### config.mk
export PLATFORM = sky130hd
export DESIGN_NAME = mem_arbiter
export DESIGN_NICKNAME = d
export VERILOG_FILES = /design/src/rtl/mem_arb_pkg.sv /design/src/rtl/mem_arb_starve.sv /design/src/rtl/mem_arbiter.sv
export SDC_FILE = /design/constraint.sdc
export NUM_CORES = 1
export LEC_CHECK = 0
export CAP_MARGIN = 10
export CELL_PAD_IN_SITES_DETAIL_PLACEMENT = 0
export CELL_PAD_IN_SITES_GLOBAL_PLACEMENT = 1
export CORE_MARGIN = 2
export CORE_UTILIZATION = 21
export CTS_BUF_LIST = sky130_fd_sc_hd__clkbuf_8
export DETAILED_ROUTE_END_ITERATION = 10
export GPL_TIMING_DRIVEN = 1
export PLACE_DENSITY_LB_ADDON = 0.1
export SLEW_MARGIN = 40
export SYNTH_ARGS = -nofsm -noshare
export SYNTH_HDL_FRONTEND = slang
export SYNTH_HIERARCHICAL = 1
export SYNTH_SLANG_ARGS = --single-unit
### constraint.sdc
create_clock -name clk_i -period 3.2 [get_ports clk_i]
set_input_delay 0.64 -clock clk_i [delete_from_list [all_inputs] [get_ports clk_i]]
set_output_delay 0.64 -clock clk_i [all_outputs]
set_load 0.1 [all_outputs]
### src/rtl/mem_arb_pkg.sv
// Shared types and constants for the instruction/data memory arbiter.
package mem_arb_pkg;

    // Width of the fetch anti-starvation wait counter.
    localparam int MEM_ARB_WAIT_W = 8;

    // Which requester owns the response issued this cycle.
    typedef enum logic [1:0] {
        RSP_IDLE  = 2'd0,
        RSP_INSTR = 2'd1,
        RSP_DATA  = 2'd2
    } rsp_state_e;

endpackage

### src/rtl/mem_arb_starve.sv
// Fetch anti-starvation counter. Counts cycles in which a fetch is pending
// but refused; once the count reaches MAX_WAIT the fetch is forced to win.
// Only instantiated when MEM_ARB_STARVE_EN is defined.
module mem_arb_starve
    import mem_arb_pkg::*;
#(
    parameter int MAX_WAIT = 4
) (
    input  logic clk_i,
    input  logic rst_ni,
    input  logic instr_req,
    input  logic instr_gnt,
    output logic force_instr
);

    localparam logic [MEM_ARB_WAIT_W-1:0] MAX_WAIT_C = MEM_ARB_WAIT_W'(MAX_WAIT);

    logic [MEM_ARB_WAIT_W-1:0] wait_cnt_reg;
    logic [MEM_ARB_WAIT_W-1:0] wait_cnt_next;

    // Count refused fetch cycles; any grant or an idle fetch port clears it.
    always_comb begin
        wait_cnt_next = '0;
        if (instr_req && !instr_gnt) begin
            wait_cnt_next = wait_cnt_reg + MEM_ARB_WAIT_W'(1);
        end
    end

    // Counter register with synchronous active-low reset.
    always_ff @(posedge clk_i) begin
        if (!rst_ni) begin
            wait_cnt_reg <= '0;
        end else begin
            wait_cnt_reg <= wait_cnt_next;
        end
    end

    // Gated with the live request so a withdrawn fetch never blocks data.
    assign force_instr = instr_req && (wait_cnt_reg == MAX_WAIT_C);

endmodule

### src/rtl/mem_arbiter.sv
// Two-requester arbiter sharing the memory data port between instruction
// fetch and load/store. Data wins by default; grants are combinational and
// responses come back one cycle later from a single response register.
// Optional feature macro: MEM_ARB_STARVE_EN (define it in defines.vh or on the
// tool command line) enables the fetch anti-starvation counter.
module mem_arbiter
    import mem_arb_pkg::*;
#(
    parameter int MAX_WAIT = 4,
    parameter int ADDR_W   = 32
) (
    input  logic              clk_i,
    input  logic              rst_ni,
    input  logic              instr_req_i,
    input  logic [ADDR_W-1:0] instr_addr_i,
    output logic              instr_gnt_o,
    output logic              instr_rvalid_o,
    output logic [31:0]       instr_rdata_o,
    input  logic              data_req_i,
    input  logic              data_we_i,
    input  logic [ADDR_W-1:0] data_addr_i,
    input  logic [31:0]       data_wdata_i,
    output logic              data_gnt_o,
    output logic              data_rvalid_o,
    output logic [31:0]       data_rdata_o,
    output logic [ADDR_W-1:0] mem_addr_o,
    output logic [31:0]       mem_wdata_o,
    output logic              mem_write_o,
    input  logic [31:0]       mem_rdata_i
);

    if ((MAX_WAIT < 1) || (MAX_WAIT > 255)) begin : g_max_wait_check
        $error("mem_arbiter: MAX_WAIT must be within 1..255");
    end

    rsp_state_e  state_reg;
    rsp_state_e  state_next;
    logic [31:0] rdata_reg;
    logic        force_instr;
    logic        instr_gnt;
    logic        data_gnt;

`ifdef MEM_ARB_STARVE_EN
    mem_arb_starve #(
        .MAX_WAIT (MAX_WAIT)
    ) u_starve (
        .clk_i       (clk_i),
        .rst_ni      (rst_ni),
        .instr_req   (instr_req_i),
        .instr_gnt   (instr_gnt),
        .force_instr (force_instr)
    );
`else
    assign force_instr = 1'b0;
`endif

    // Fixed data priority, overridden by a forced fetch; nothing granted in reset.
    always_comb begin
        data_gnt  = 1'b0;
        instr_gnt = 1'b0;
        if (rst_ni) begin
            data_gnt  = data_req_i && !force_instr;
            instr_gnt = instr_req_i && (!data_req_i || force_instr);
        end
    end

    assign instr_gnt_o = instr_gnt;
    assign data_gnt_o  = data_gnt;

    // Memory port follows the granted requester; data fields when idle.
    always_comb begin
        mem_addr_o  = data_addr_i;
        mem_wdata_o = data_wdata_i;
        if (instr_gnt) begin
            mem_addr_o = instr_addr_i;
        end
    end

    assign mem_write_o = data_gnt && data_we_i;

    // Next response owner is whoever is granted this cycle.
    always_comb begin
        state_next = RSP_IDLE;
        if (instr_gnt) begin
            state_next = RSP_INSTR;
        end else if (data_gnt) begin
            state_next = RSP_DATA;
        end
    end

    // Response state and data capture; reset drops any pending response.
    always_ff @(posedge clk_i) begin
        if (!rst_ni) begin
            state_reg <= RSP_IDLE;
            rdata_reg <= '0;
        end else begin
            state_reg <= state_next;
            if (instr_gnt || data_gnt) begin
                rdata_reg <= mem_rdata_i;
            end
        end
    end

    assign instr_rvalid_o = (state_reg == RSP_INSTR);
    assign data_rvalid_o  = (state_reg == RSP_DATA);
    assign instr_rdata_o  = rdata_reg;
    assign data_rdata_o   = rdata_reg;

endmodule

==> impl_metrics.tcl <==
# collected from the flow reports
set metrics [dict create \
    max_cap_violations 0 \
    status "finished, final reports clean" \
    die-area_sq_mm 0.0129 \
    clock_path_buffers 2 \
    clk_share_pct 3.10 \
    critPathMaxFanout 12 \
    lay_top_cells "98 x clkdlybuf4s50_1, 70 x buf_4, 36 x buf_12" \
    dp_cells 523 \
    crit_family "buffers and inverters" \
    fillerInstances 1196 \
    buf_share_pct 50.3 \
    critPathKind "primary input to primary output" \
    min_path_cells 2 \
    rsz0062_at_grt "false" \
    edf_count 0 \
    tool_warnings 26 \
    viasPerCell 4.17 \
    ys_seq_share_pct 26.9 \
    wl_met2_um 4700 \
    ys_sh_mux_pct 18.4 \
    drive_gt1_share_pct 38.3 \
    pg_comb_mw 1.08 \
    fp.dieW_um 114 \
    largest_cell_class "non-clock buffers" \
    ioPinCount 266 \
    setup.worst_path.start "rst_ni" \
    grt_pass1_wl_um 12700 \
    hold_viol_final 0 \
    topCombFamilyByArea "buffers and inverters" \
    layout.area.seq_sq_um 681 \
    worstMarginPinSlew_ns 0.635 \
    hold_end "data_rdata_o[12]$_SDFFE_PN0P_" \
    fin_hold_ws_ns 0.573 \
    grt_usage_pct 12.7 \
    r2r_setup_slack_ns 2.27 \
    met3_wirelength_um 738 \
    clk_latency_ns 0.29 \
    ctsHoldBuffers 0 \
    n_antenna_cell 0 \
    yosysTopAreaCell "dfxtp_1" \
    grt_pass1_vias 2073 \
    grt.overflow.total 0 \
    post_cts_buffers 0 \
    area_delta_synth_final_pct 75.6 \
    seq_area_share_pct 15.3 \
]
**Cell density map**

11 x 11 tiles, from white (low) to dark blue (high), 0 to 100% covered.
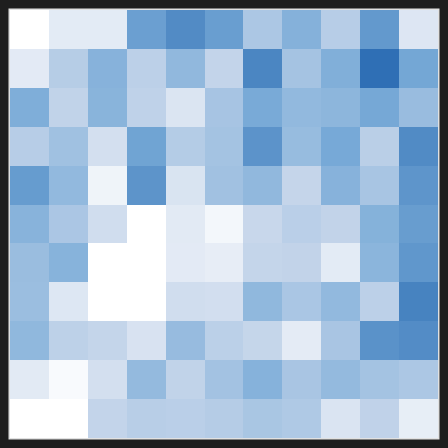
nearly empty tiles: 6.6%
emptiest ninth of the die: lower left
mean over tiles: 33%
fullest tile: 74%
core region area: 0.0119 sq mm
initial core utilization: 21.3%
Finished Core Util: 37.3%

**Nets reached from selected ports**

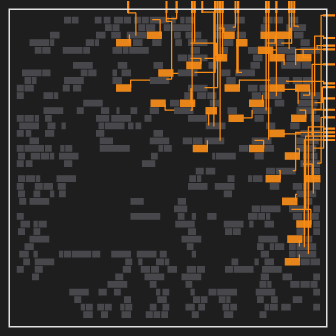
legend:
  orange:
    port: mem_addr_o
    direction: output
    edge: 18 top, 14 right
    end_cells: 32
    buffers: 32
    wire: 1,010 um

**Signal wires on met1**

Supply wires on this layer in grey.
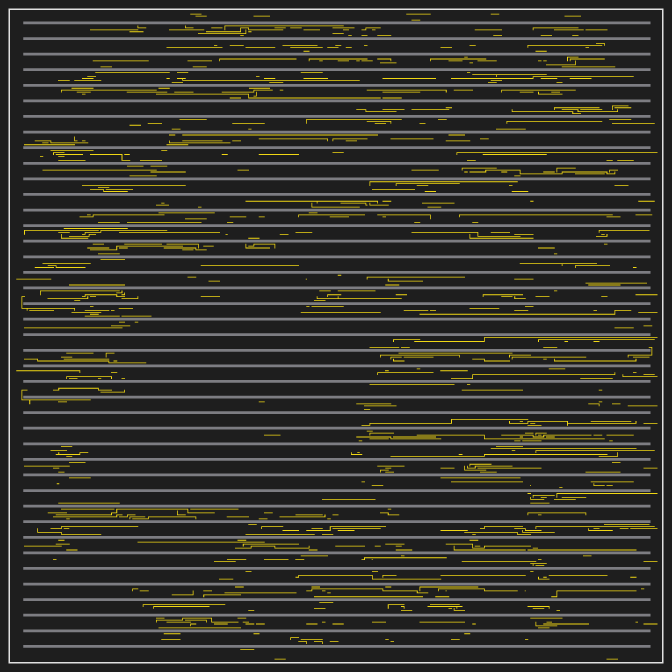
share of all routed wire: 38%
main direction: horizontal
Vias: 2,216
Routed WL: 8890 um
GRT met1 Usage: 14.9%

**Routing congestion**

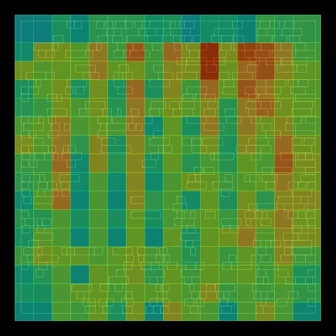
Wirelength per Cell: 16.7 um
met3 Use GR: 3.51%
grt met2 use: 23.4%

**Cell classes on the final placement**

Scale bar: 20 um. Fill, decap, tap and diode cells in grey.
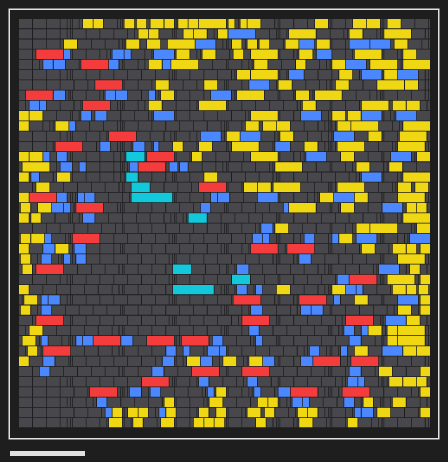
legend:
  blue:
    class: all other logic
    cells: 136
    share_of_their_area: 28%
  yellow:
    class: other buffers and delay cells
    cells: 206
    share_of_their_area: 53%
  red:
    class: flip-flops
    cells: 34
    share_of_their_area: 16%
  cyan:
    class: clock drivers and dummy loads
    cells: 8
    share_of_their_area: 3.2%

